<file path="config.mk">
export PLATFORM = sky130hd
export DESIGN_NAME = led_arbiter
export DESIGN_NICKNAME = d
export VERILOG_FILES = /design/src/rtl/led_pkg.sv /design/src/rtl/rr_arbiter.sv /design/src/rtl/led_arbiter.sv
export SDC_FILE = /design/constraint.sdc
export NUM_CORES = 1
export LEC_CHECK = 0
export ABC_CLOCK_PERIOD_IN_PS = 3400
export CAP_MARGIN = 0
export CORE_MARGIN = 2
export CORE_UTILIZATION = 32
export CTS_BUF_LIST = sky130_fd_sc_hd__clkbuf_4
export DETAILED_ROUTE_END_ITERATION = 7
export SYNTH_ARGS = -nofsm -noshare
export SYNTH_HDL_FRONTEND = slang
export SYNTH_HIERARCHICAL = 1
export SYNTH_SLANG_ARGS = --single-unit
export TNS_END_PERCENT = 30
</file>
<file path="constraint.sdc">
create_clock -name OSC_50m -period 3.4 [get_ports OSC_50m]
set_input_delay 0.68 -clock OSC_50m [delete_from_list [all_inputs] [get_ports OSC_50m]]
set_output_delay 0.68 -clock OSC_50m [all_outputs]
set_load 0.01 [all_outputs]
</file>
<file path="src/rtl/led_pkg.sv">
// Shared types and defaults for the USER_LED arbiter.
package led_pkg;

    typedef enum logic [1:0] {
        StIdle,
        StGrant,
        StGap
    } state_e;

    localparam int unsigned LedWDefault = 8;
    localparam int unsigned PwmWDefault = 4;

    // Brightness code that keeps the LEDs on continuously at the default resolution.
    localparam logic [PwmWDefault-1:0] BrightFullDefault = {PwmWDefault{1'b1}};

endpackage

</file>
<file path="src/rtl/rr_arbiter.sv">
// Combinational round-robin pick: first set request at or after ptr_i, wrapping.
module rr_arbiter #(
    parameter int unsigned REQ_N = 4,
    parameter int unsigned IdxW  = (REQ_N > 1) ? $clog2(REQ_N) : 1
) (
    input  logic [REQ_N-1:0] req_i,
    input  logic [IdxW-1:0]  ptr_i,
    output logic [REQ_N-1:0] gnt_o,
    output logic [IdxW-1:0]  idx_o,
    output logic             valid_o
);

    int unsigned cand;

    // Scan from the pointer upward; the first hit wins.
    always_comb begin
        gnt_o   = '0;
        idx_o   = '0;
        valid_o = 1'b0;
        cand    = 0;
        for (int unsigned i = 0; i < REQ_N; i++) begin
            cand = (32'(ptr_i) + i) % REQ_N;
            if (!valid_o && req_i[cand]) begin
                valid_o     = 1'b1;
                gnt_o[cand] = 1'b1;
                idx_o       = IdxW'(cand);
            end
        end
    end

endmodule

</file>
<file path="src/rtl/led_arbiter.sv">
// Shares the USER_LED array between REQ_N pattern sources with round-robin
// req/gnt handover, min/max ownership times and global PWM dimming.
module led_arbiter
    import led_pkg::*;
#(
    parameter int unsigned LED_W    = LedWDefault,
    parameter int unsigned REQ_N    = 4,
    parameter int unsigned MIN_HOLD = 50_000_000,
    parameter int unsigned MAX_HOLD = 250_000_000,
    parameter int unsigned PWM_W    = PwmWDefault
) (
    input  logic                   OSC_50m,
    input  logic                   io_master_nreset,
    input  logic [REQ_N-1:0]       req,
    input  logic [REQ_N*LED_W-1:0] pattern,
    input  logic [PWM_W-1:0]       bright,
    output logic [REQ_N-1:0]       gnt,
    output logic                   busy,
    output logic [LED_W-1:0]       USER_LED
);

    localparam int unsigned IdxW = (REQ_N > 1) ? $clog2(REQ_N) : 1;
    localparam int unsigned CntW = (MAX_HOLD > 1) ? $clog2(MAX_HOLD) : 1;
    localparam logic [CntW-1:0]  MinLast    = CntW'(MIN_HOLD - 1);
    localparam logic [CntW-1:0]  MaxLast    = CntW'(MAX_HOLD - 1);
    localparam logic [PWM_W-1:0] BrightFull = {PWM_W{1'b1}};

    state_e             state_q, state_d;
    logic [REQ_N-1:0]   gnt_q, gnt_d;
    logic               busy_q, busy_d;
    logic [IdxW-1:0]    owner_q, owner_d;
    logic [IdxW-1:0]    ptr_q, ptr_d;
    logic [CntW-1:0]    hold_q, hold_d;
    logic [LED_W-1:0]   led_q, led_d;
    logic [PWM_W-1:0]   pwm_cnt_q;
    logic               pwm_on_q;

    logic [REQ_N-1:0]   arb_gnt;
    logic [IdxW-1:0]    arb_idx;
    logic               arb_valid;
    logic               owner_req;
    logic               others_req;
    logic               release_grant;

    rr_arbiter #(
        .REQ_N (REQ_N),
        .IdxW  (IdxW)
    ) u_rr_arbiter (
        .req_i   (req),
        .ptr_i   (ptr_q),
        .gnt_o   (arb_gnt),
        .idx_o   (arb_idx),
        .valid_o (arb_valid)
    );

    // Owner keeps the grant until MIN_HOLD has elapsed, then yields on drop
    // or, once MAX_HOLD is reached, to any waiting competitor.
    always_comb begin
        owner_req     = req[owner_q];
        others_req    = |(req & ~gnt_q);
        release_grant = (hold_q >= MinLast) &&
                        (!owner_req || ((hold_q >= MaxLast) && others_req));
    end

    // FSM state register.
    always_ff @(posedge OSC_50m) begin
        if (!io_master_nreset) begin
            state_q <= StIdle;
        end else begin
            state_q <= state_d;
        end
    end

    // FSM next state; GAP arbitrates like IDLE so handover costs one cycle.
    always_comb begin
        state_d = state_q;
        unique case (state_q)
            StIdle, StGap: state_d = arb_valid ? StGrant : StIdle;
            StGrant:       state_d = release_grant ? StGap : StGrant;
            default:       state_d = StIdle;
        endcase
    end

    // FSM outputs: grant, pointer, hold counter and pattern register next values.
    always_comb begin
        gnt_d   = gnt_q;
        owner_d = owner_q;
        ptr_d   = ptr_q;
        hold_d  = hold_q;
        led_d   = led_q;
        unique case (state_q)
            StIdle, StGap: begin
                gnt_d = '0;
                if (arb_valid) begin
                    gnt_d   = arb_gnt;
                    owner_d = arb_idx;
                    hold_d  = '0;
                end
            end
            StGrant: begin
                // The post-drop tail keeps showing the last pattern.
                if (owner_req) begin
                    led_d = pattern[32'(owner_q) * LED_W +: LED_W];
                end
                if (release_grant) begin
                    gnt_d = '0;
                    ptr_d = (32'(owner_q) == REQ_N - 1) ? '0 : owner_q + 1'b1;
                end else if (hold_q < MaxLast) begin
                    hold_d = hold_q + 1'b1;
                end
            end
            default: gnt_d = '0;
        endcase
        busy_d = |gnt_d;
    end

    // Grant, pointer, hold counter and pattern registers.
    always_ff @(posedge OSC_50m) begin
        if (!io_master_nreset) begin
            gnt_q   <= '0;
            busy_q  <= 1'b0;
            owner_q <= '0;
            ptr_q   <= '0;
            hold_q  <= '0;
            led_q   <= '0;
        end else begin
            gnt_q   <= gnt_d;
            busy_q  <= busy_d;
            owner_q <= owner_d;
            ptr_q   <= ptr_d;
            hold_q  <= hold_d;
            led_q   <= led_d;
        end
    end

    // Free-running PWM; full-scale code bypasses the compare so it is truly always on.
    always_ff @(posedge OSC_50m) begin
        if (!io_master_nreset) begin
            pwm_cnt_q <= '0;
            pwm_on_q  <= 1'b0;
        end else begin
            pwm_cnt_q <= pwm_cnt_q + 1'b1;
            pwm_on_q  <= (bright == BrightFull) || (pwm_cnt_q < bright);
        end
    end

    assign gnt      = gnt_q;
    assign busy     = busy_q;
    assign USER_LED = led_q & {LED_W{pwm_on_q}};

endmodule

</file>
==> results.json, run 1 <==
{
  "status": "finished clean",
  "fmax_ghz": 0.331,
  "post_drt_wl_per_cell_um": 15.3,
  "ys_top_cells_by_count": "dfxtp_1, nand2_1, inv_1, nand3_1, a21oi_2",
  "finalClockSkew_ns": 0.00731,
  "synth.avg_cell_area_um2": 9.41,
  "syn_inst": 376,
  "area_growth_pct": 21.1,
  "rsz0062_at_grt": "no",
  "cap_viol_max_count": 0,
  "antenna_found_initial": 1,
  "worst_pin_slew_ns": 0.683,
  "cts_root_buf": "clkbuf_4",
  "io_pins": 55,
  "grt_max_degree": 41,
  "drc_errors": 0,
  "required_ns": 3.72,
  "worstSetupEndpointType": "flip-flop",
  "layout_min_cycle_time_ns": 3.02,
  "register_area_um2": 1040,
  "ys_seq_elements": 52,
  "top_cell_area_share_pct": 29.4,
  "synth.distinct_cells": 70,
  "htreeDepth": 2,
  "grt_pass1_wl_um": 14300,
  "nFillCells": 1086,
  "clockBufferDepth": 2,
  "ys_seq_share_pct": 29.4,
  "drt-pass1-iter-count": 4,
  "worst_slack_ns": 0.378,
  "initial_utilization_pct": 32.8,
  "leakage_nw": 1.45,
  "arrival_ns": 3.34,
  "drv_slew": 0,
  "nets": 482,
  "die_w_um": 109,
  "pre_cts_ws_ns": 0.249,
  "core_area_um2": 10800,
  "ff_type": "dfxtp_1",
  "cp_max_fo": 12,
  "syn-num-nets": 429,
  "synth_area_um2": 3540,
  "synth.most_common_cell": "dfxtp_1",
  "stdcell_count": 571,
  "numCtsBuffers": 5,
  "cts_resized": 0,
  "worstSetupStartpointType": "flip-flop",
  "chip_area_um2": 11900,
  "finalSetupTns_ns": 0,
  "via_per_inst": 5.51,
  "power.density_nw_per_um2": 292,
  "period_used_pct": 88.9,
  "rows": 38,
  "drt_iter0_drc": 161,
  "ys_chip_area_um2": 3540,
  "min_path_type": "reg2reg",
  "multiInputGateArea_um2": 2250,
  "ir_drop_mv": 0.179,
  "die_h_um": 109,
  "globalplace.congestion": 0.815,
  "cts_hold_buf": 0,
  "io_buffers": 54,
  "path_clk_slew_ns": 0.16,
  "drtAntennaViolNets": 0,
  "warnings": 30,
  "timing.final.hold_violations": 0,
  "cts_tree": "yes",
  "clkSinkCount": 52,
  "edf_count": 0,
  "ys_cells": 376,
  "ys_warn_count": 6,
  "postSynth.asyncResetShare_pct": 0,
  "grt_pass1_vias": 2952,
  "clk_latency_ns": 0.37,
  "finalSetupViolCount": 0,
  "slew_headroom_pct": 54.4,
  "drive_above_1_share_pct": 18.4,
  "crit_type": "reg2reg",
  "hpwlAfterDp_um": 6500,
  "largest_area_cell": "dfxtp_1",
  "post-route-util_pct": 39.7,
  "area_leaders": "dfxtp_1, mux4_2, a21oi_2",
  "postCtsSetupRepairBufs": 0,
  "dp_cells": 562,
  "grt_overflow": 0
}
run 1: power breakdown:
part / internal (mW) / total, mW / leakage (nW) / switching [mW]
logic: 0.131 / 0.233 / 0.987 / 0.103
clock network: 0.154 / 0.364 / 0.0412 / 0.210
registers: 0.630 / 0.652 / 0.422 / 0.0225
run 1: final timing paths:
| path | slack, ns | depth (start not counted) | from | endpoint |
|---|---|---|---|---|
| worst max-delay path | 0.38 | 8 | hold_q[0]$_SDFFE_PN0P_ | ptr_q[0]$_SDFFE_PN0P_ |
| worst max register to register | 0.38 | 8 | hold_q[0]$_SDFFE_PN0P_ | ptr_q[0]$_SDFFE_PN0P_ |
| worst min-delay path | 0.48 | 1 | pwm_cnt_q[0]$_SDFF_PN0_ | pwm_cnt_q[0]$_SDFF_PN0_ |
| worst min register to register | 0.48 | 1 | pwm_cnt_q[0]$_SDFF_PN0_ | pwm_cnt_q[0]$_SDFF_PN0_ |
run 1: state kept, by name, summed over array words and instances, names as in the netlist:
register,count
busy,1
state_q,2
hold_q,28
owner_q,2
gnt,4
pwm_cnt_q,4
led_q,8
pwm_on_q,1
ptr_q,2
run 1: metal layers:
metal / up-vias / part of all wire [%]
met3: 4 / 2.7
met4: 0 / 0.80
met2: 49 / 50
li1: 1556 / -
met1: 1540 / 46
met5: - / 0
run 1: cell type report:
class                   instances  area share, %
multi-input cells             285           52.5
diodes                          1         0.0584
inverters                      17           1.49
repair buffers                 68           15.7
well taps                     140           4.09
clock inverters                 3          0.993
clock buffers                   5          0.876
flip-flops and latches         52           24.3
run 1: layout by cell type, fill, tap and decap left out, types with 6 or more instances in the layout:
cell,Yosys,final
dfxtp_1,52,52
nor2b_1,12,12
mux4_2,11,11
nor4_1,6,6
or4_1,8,8
and2_1,14,14
nand2_1,28,28
clkdlybuf4s50_1,0,54
mux2i_1,11,11
a22oi_1,8,8
a21oi_2,16,16
o31ai_1,15,15
nand3_1,17,17
inv_1,17,17
nor2_1,14,13
buf_4,0,12
or4_2,9,9
a21oi_1,11,11
o21ai_0,8,8
ha_1,11,11
nand4_1,7,7
run 1: critical path, stage by stage, from the launching register on:
cell and delay, ns:
dfxtp_1 0.47, ha_1 0.26, and3_1 0.21, a311oi_1 0.11, or4_4 0.52, a211o_1 0.34
a221o_1 0.54, or3_1 0.38, a21boi_1 0.13
run 1: cells by family (layout without fill, tap and decap cells):
| family | after synthesis | count (layout) | share of synthesized area, % |
|---|---|---|---|
| mux | 26 | 26 | 12.2 |
| buf+inv | 39 | 93 | 7.04 |
| other cells | 0 | 1 | 0 |
| flops | 52 | 52 | 29.4 |
| compound gates | 101 | 101 | 22.7 |
| xor+xnor | 2 | 2 | 0.495 |
| fa+ha+maj | 11 | 11 | 3.89 |
| simple gates | 145 | 145 | 24.3 |
run 1: through the flow:
stage | total power, mW | hold WS, ns | cell area, um^2
finish | 1.25 | 0.480 | 4280
global route | 1.31 | 0.533 | 4280
CTS | 1.27 | 0.491 | 4280
detailed placement | 0.901 | 0.457 | 4200
global placement | 0.894 | 0.455 | 4200
floorplan | 0.798 | 0.432 | 3540
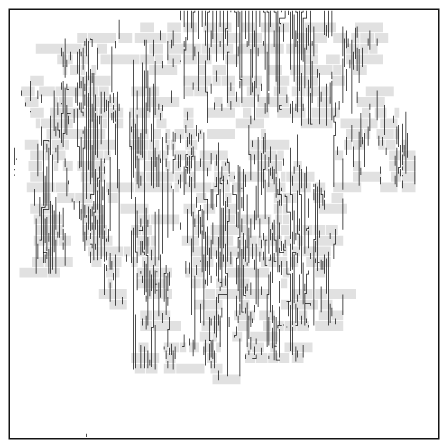
Run 1: metal 2
Cells faint in the background.
405 nets have wire on it. The layer carries 4380 um of wire.
total wire length: 8740 um
Vias: 3149
met2 Usage GRT: 25.8%

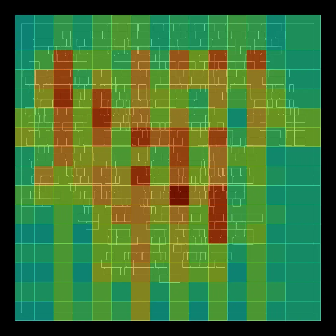
Run 1: track usage over the die
met3 GRT Util: 1.79%
met1 Use GR: 19.4%
GR Util All Layers: 14.8%
busiest grt layer: met2

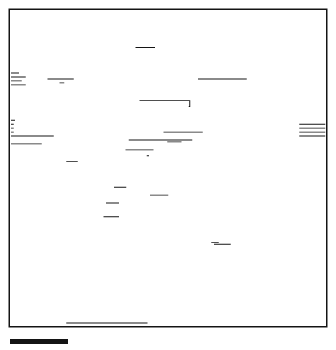
Run 1: metal 3
The bar under the picture is 20 um long.
The layer carries 239 um of wire. 27 nets have wire on it. The layer holds 2.7% of the routed length. The longest straight run is 27.8 um. The wires run mostly horizontal.

## Run 2: what changed since run 1
--- a/config.mk
+++ b/config.mk
@@ -11,6 +11,7 @@
 export CORE_UTILIZATION = 32
 export CTS_BUF_LIST = sky130_fd_sc_hd__clkbuf_4
 export DETAILED_ROUTE_END_ITERATION = 7
+export SLEW_MARGIN = 40
 export SYNTH_ARGS = -nofsm -noshare
 export SYNTH_HDL_FRONTEND = slang
 export SYNTH_HIERARCHICAL = 1
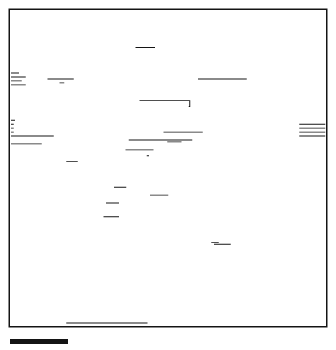
Run 2: metal 3
The bar under the picture is 20 um long.
27 nets have wire on it. The layer carries 239 um of wire. The longest straight run is 27.8 um. The wires run mostly horizontal.

==> run 2 against run 1 <==
Cell count unchanged. Synthesized cell count is the same. Critical path type unchanged. Via count is the same.
==> results.json, run 2 <==
{
  "nets": 482,
  "ir_drop_mv": 0.179,
  "grt_max_degree": 41,
  "p_sw_share_pct": 26.9,
  "slew_headroom_pct": 54.4,
  "min_path_type": "reg2reg",
  "grt_pass1_wl_um": 14300,
  "grt_pass1_vias": 2952,
  "fmax_ghz": 0.331,
  "chip_area_um2": 11900,
  "syn-num-nets": 429,
  "drt_iter0_drc": 161,
  "p_sw_mw": 0.336,
  "use_met1_pct": 19.4,
  "globalplace.congestion": 0.815,
  "rows": 38,
  "p_int_mw": 0.914,
  "cp_max_fo": 12,
  "cp_slowest_stage_delay_ns": 0.54,
  "postSynth.asyncResetShare_pct": 0,
  "crit_type": "reg2reg",
  "worst_pin_slew_ns": 0.683,
  "drtAntennaViolNets": 0,
  "largest_register_ffs": 28,
  "via_per_inst": 5.51,
  "clkPwrFrac_pct": 29.1,
  "cts_root_buf": "clkbuf_4",
  "seqPwrFrac_pct": 52.2,
  "met3_usage_pct": 1.79,
  "required_ns": 3.72,
  "worst_slack_ns": 0.378,
  "num_vias": 3149,
  "grtUsageMet2_pct": 25.8,
  "antenna_found_initial": 1,
  "most-common-layout-cells": "clkdlybuf4s50_1, dfxtp_1, nand2_1, inv_1, nand3_1",
  "nFillCells": 1086,
  "clkSinkCount": 52,
  "worst_hold_slack_ns": 0.480,
  "syn_inst": 376,
  "reg_top3": "hold_q (28), led_q (8)",
  "cap_viol_max_count": 0,
  "ys_cells": 376,
  "synth.distinct_cells": 70,
  "path_delay_family": "AND-OR/OR-AND gates",
  "postCtsSetupRepairBufs": 0,
  "ys_top_cells_by_count": "dfxtp_1, nand2_1, inv_1, nand3_1, a21oi_2",
  "ys_seq_share_pct": 29.4,
  "drv_slew": 0,
  "core_area_um2": 10800,
  "p_comb_share_pct": 18.7,
  "synth_area_um2": 3540,
  "mostFrequentLayoutCell": "clkdlybuf4s50_1",
  "ys_seq_elements": 52,
  "htreeDepth": 2,
  "die_h_um": 109,
  "ys_chip_area_um2": 3540,
  "status": "finished clean",
  "track_usage_pct": 14.8,
  "cp_slowest_cell": "a221o_1",
  "leakage_nw": 1.45,
  "pre_cts_ws_ns": 0.249,
  "top_usage_layer": "met2",
  "drive_above_1_share_pct": 18.4,
  "multiInputGateArea_um2": 2250,
  "initial_utilization_pct": 32.8,
  "area_growth_pct": 21.1,
  "clk_latency_ns": 0.37,
  "power.density_nw_per_um2": 292,
  "die_w_um": 109,
  "finalClockSkew_ns": 0.00731
}
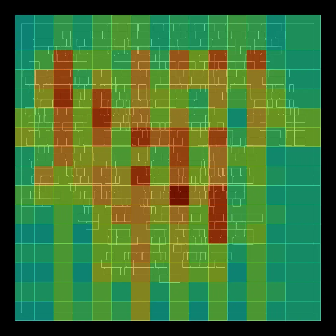
Run 2: track usage over the die
Layout Utilization: 39.7%
WL/cell: 15.3 um

[run 2: layout make-up]
type / count / area share (%)
inverters: 17 / 1.49
diodes: 1 / 0.0584
repair buffers: 68 / 15.7
flip-flops and latches: 52 / 24.3
clock buffers: 5 / 0.876
clock inverters: 3 / 0.993
well taps: 140 / 4.09
multi-input cells: 285 / 52.5
[run 2: routing by layer]
metal	vias to the layer above	share of wire, %
li1	1556	-
met5	-	0
met2	49	50
met3	4	2.7
met1	1540	46
met4	0	0.80
[run 2: power groups by stage]
| stage | registers, mW | logic [mW] | clock network [mW] |
|---|---|---|---|
| floorplan | 0.657 | 0.141 | 0 |
| global placement | 0.665 | 0.229 | 0 |
| detailed placement | 0.666 | 0.235 | 0 |
| CTS | 0.653 | 0.236 | 0.383 |
| global route | 0.657 | 0.255 | 0.401 |
| finish | 0.652 | 0.233 | 0.364 |
[run 2: metrics by stage]
step	instance area [um^2]	instances	utilization, %	power (mW)
after global placement	4200	562	38.9	0.894
after CTS	4280	570	39.7	1.27
after floorplan	3540	376	-	0.798
after global routing	4280	571	39.7	1.31
after detailed placement	4200	562	38.9	0.901
final	4280	571	39.7	1.25
[run 2: path summary, 6_finish.rpt]
path	startpoint	end	slack [ns]	cells after the start
worst max-delay path	hold_q[0]$_SDFFE_PN0P_	ptr_q[0]$_SDFFE_PN0P_	0.38	8
worst max register to register	hold_q[0]$_SDFFE_PN0P_	ptr_q[0]$_SDFFE_PN0P_	0.38	8
worst min-delay path	pwm_cnt_q[0]$_SDFF_PN0_	pwm_cnt_q[0]$_SDFF_PN0_	0.48	1
worst min register to register	pwm_cnt_q[0]$_SDFF_PN0_	pwm_cnt_q[0]$_SDFF_PN0_	0.48	1
[run 2: logic make-up (layout without fill, tap and decap cells)]
group / count (synthesis) / count (layout) / synth area share [%]
other cells: 0 / 1 / 0
buf+inv: 39 / 93 / 7.04
simple gates: 145 / 145 / 24.3
compound gates: 101 / 101 / 22.7
mux: 26 / 26 / 12.2
xor+xnor: 2 / 2 / 0.495
fa+ha+maj: 11 / 11 / 3.89
flops: 52 / 52 / 29.4
Run 2, metal 2:
Cells faint in the background.
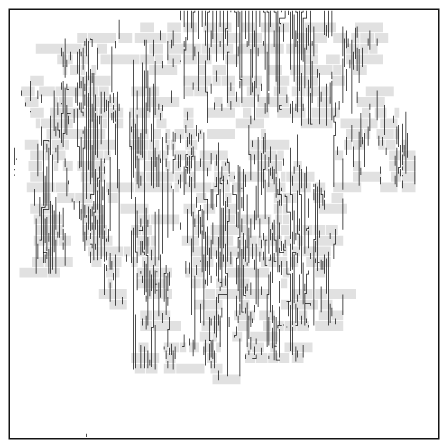

## Run 3: what changed since run 2
--- a/config.mk
+++ b/config.mk
@@ -9,7 +9,7 @@
 export CAP_MARGIN = 0
 export CORE_MARGIN = 2
 export CORE_UTILIZATION = 32
-export CTS_BUF_LIST = sky130_fd_sc_hd__clkbuf_4
+export CTS_BUF_LIST = sky130_fd_sc_hd__clkbuf_8 sky130_fd_sc_hd__clkbuf_16
 export DETAILED_ROUTE_END_ITERATION = 7
 export SLEW_MARGIN = 40
 export SYNTH_ARGS = -nofsm -noshare
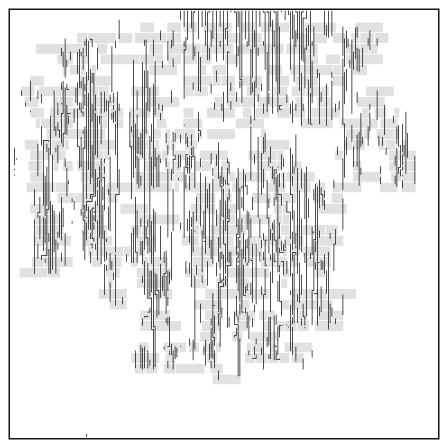
Run 3: metal 2
Cells faint in the background.
401 nets have wire on it. The layer carries 4360 um of wire. The longest straight run is 45.6 um.
Vias: 3128
met2 Usage GRT: 25.9%
total wire length: 8770 um

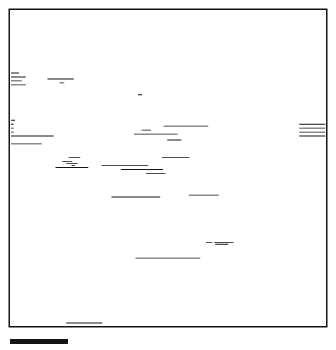
Run 3: metal 3
The bar under the picture is 20 um long.
The layer holds 3.1% of the routed length. 29 nets have wire on it. The wires run mostly horizontal. The layer carries 269 um of wire. The longest straight run is 22.1 um.
met3 GRT Util: 1.43%

==> run 3 against run 2 <==
Via count down 0.67%. Clock power up 22%. Combinational power about the same. Synthesized cell count unchanged. Highest routed layer unchanged. Count of clock-buffer cells in the layout unchanged. Register-to-register slack about the same. Maximum frequency up 0.47%. First-iteration DRC count down 7.5%. Design area up 0.67%. Die area unchanged. Cell count down 0.18%.
==> results.json, run 3 <==
{
  "post_drt_wl_per_cell_um": 15.4,
  "required_ns": 3.64,
  "synth.avg_cell_area_um2": 9.41,
  "cp_max_fo": 12,
  "io_buffers": 54,
  "rows": 38,
  "finalSetupViolCount": 0,
  "crit_type": "reg2reg",
  "cts_resized": 0,
  "min_path_type": "reg2reg",
  "grt_pass1_vias": 2949,
  "syn-num-nets": 429,
  "most-common-layout-cells": "clkdlybuf4s50_1, dfxtp_1, nand2_1, inv_1, nand3_1",
  "slew_headroom_pct": 54.3,
  "ys_cells": 376,
  "mostFrequentLayoutCell": "clkdlybuf4s50_1",
  "io_pins": 55,
  "synth_area_um2": 3540,
  "ys_seq_elements": 52,
  "globalplace.congestion": 0.815,
  "ff_type": "dfxtp_1",
  "drt-pass1-iter-count": 4,
  "grt_overflow": 0,
  "syn_inst": 376,
  "synth.most_common_cell": "dfxtp_1",
  "ys_chip_area_um2": 3540,
  "clk_latency_ns": 0.31,
  "finalSetupTns_ns": 0,
  "core_area_um2": 10800,
  "diodes": 0,
  "status": "finished clean",
  "largest_register_ffs": 28,
  "p_sw_share_pct": 26.4,
  "p_comb_share_pct": 17.6,
  "path_clk_slew_ns": 0.10,
  "arrival_ns": 3.25,
  "area_leaders": "dfxtp_1, mux4_2, a21oi_2",
  "worstSetupEndpointType": "flip-flop",
  "reg_top3": "hold_q (28), led_q (8)",
  "ys_top_cells_by_count": "dfxtp_1, nand2_1, inv_1, nand3_1, a21oi_2",
  "cap_viol_max_count": 0,
  "power.density_nw_per_um2": 308,
  "area_growth_pct": 21.9,
  "cts_tree": "yes",
  "p_sw_mw": 0.350,
  "ys_warn_count": 6,
  "post-route-util_pct": 40.0,
  "nets": 482,
  "drt_iter0_drc": 149,
  "drc_errors": 0,
  "warnings": 30,
  "numCtsBuffers": 5,
  "rsz0062_at_grt": "no",
  "leakage_nw": 1.46,
  "clockBufferDepth": 2,
  "largest_area_cell": "dfxtp_1",
  "ys_seq_share_pct": 29.4,
  "cts_root_buf": "clkbuf_8",
  "via_per_inst": 5.49,
  "postCtsSetupRepairBufs": 0,
  "clkSinkCount": 52,
  "chip_area_um2": 11900,
  "synth.distinct_cells": 70,
  "timing.final.hold_violations": 0,
  "cp_slowest_cell": "a221o_1",
  "initial_utilization_pct": 32.8,
  "drv_slew": 0,
  "cts_hold_buf": 0,
  "top_cell_area_share_pct": 29.4,
  "clkPwrFrac_pct": 33.4,
  "path_cells": "ha_1 -> and3_1 -> a311oi_1 -> or4_4 -> a211o_1 -> a221o_1 -> or3_1 -> a21boi_1",
  "seqPwrFrac_pct": 49.0,
  "fmax_ghz": 0.332,
  "layout_min_cycle_time_ns": 3.01,
  "worstSetupStartpointType": "flip-flop",
  "p_int_mw": 0.978,
  "regMostFlops": "hold_q",
  "grt_pass1_wl_um": 14300,
  "die_h_um": 109,
  "postSynth.asyncResetShare_pct": 0,
  "cp_slowest_stage_delay_ns": 0.54,
  "finalClockSkew_ns": 0.00885,
  "worst_pin_slew_ns": 0.684,
  "edf_count": 0,
  "drive_above_1_share_pct": 18.4,
  "htreeDepth": 2,
  "hpwlAfterDp_um": 6500,
  "track_usage_pct": 14.8,
  "grt_max_degree": 41
}
[run 3: cell counts after synthesis]
No cell type changed its count.
[run 3: area by class of cell]
class | instances | area, um^2
Sequential cell | 52 | 1040
Fill cell | 1082 | 6480
Inverter | 17 | 63.8
Timing Repair Buffer | 68 | 671
Clock buffer | 5 | 68.8
Clock inverter | 3 | 42.5
Multi-Input combinational cell | 285 | 2250
Tap cell | 140 | 175
[run 3: path summary, 6_finish.rpt]
path	startpoint	slack, ns	end	cells after the start
worst max-delay path	hold_q[0]$_SDFFE_PN0P_	0.39	ptr_q[0]$_SDFFE_PN0P_	8
worst min-delay path	pwm_cnt_q[0]$_SDFF_PN0_	0.48	pwm_cnt_q[0]$_SDFF_PN0_	1
worst max register to register	hold_q[0]$_SDFFE_PN0P_	0.39	ptr_q[0]$_SDFFE_PN0P_	8
worst min register to register	pwm_cnt_q[0]$_SDFF_PN0_	0.48	pwm_cnt_q[0]$_SDFF_PN0_	1
[run 3: logic make-up after synthesis]
family	count (synthesis)	share of synthesized area [%]
AND-OR/OR-AND	101	22.7
XOR/XNOR	2	0.495
adder cells (fa/ha/maj)	11	3.89
buffers and inverters	39	7.04
flip-flops	52	29.4
multiplexers	26	12.2
AND/OR/NAND/NOR	145	24.3
[run 3: power groups by stage]
stage | clock network, mW | logic [mW] | registers (mW)
floorplan | 0 | 0.141 | 0.657
global placement | 0 | 0.229 | 0.665
detailed placement | 0 | 0.235 | 0.666
CTS | 0.455 | 0.236 | 0.652
global route | 0.474 | 0.255 | 0.656
finish | 0.444 | 0.233 | 0.651
[run 3: critical path, delay by kind of cell, from the launching register on]
family	cells	cell delay, ns
AND-OR/OR-AND	4	1.12
adder cells (fa/ha/maj)	1	0.26
AND/OR/NAND/NOR	3	1.11
flip-flops	1	0.45
[run 3: metrics by stage]
| step | area, um^2 | instances | total power, mW | setup WS [ns] | hold WS (ns) |
|---|---|---|---|---|---|
| final | 4310 | 570 | 1.33 | 0.392 | 0.476 |
| after global routing | 4310 | 570 | 1.39 | 0.210 | 0.527 |
| after CTS | 4310 | 570 | 1.34 | 0.391 | 0.482 |
| after detailed placement | 4200 | 562 | 0.901 | 0.249 | 0.457 |
| after global placement | 4200 | 562 | 0.894 | 0.313 | 0.455 |
| after floorplan | 3540 | 376 | 0.798 | 0.440 | 0.432 |
[run 3: per-layer routing]
layer | up-vias | global-route usage (%) | wire (um) | part of all wire (%)
met1 | 1513 | 19.4 | 4070 | 46
met4 | 0 | 3.85 | 66 | 0.75
met3 | 4 | 1.43 | 268 | 3.1
li1 | 1550 | - | - | -
met5 | - | 0 | 0 | 0
met2 | 61 | 25.9 | 4360 | 50
Power and IR drop assume default switching activity.
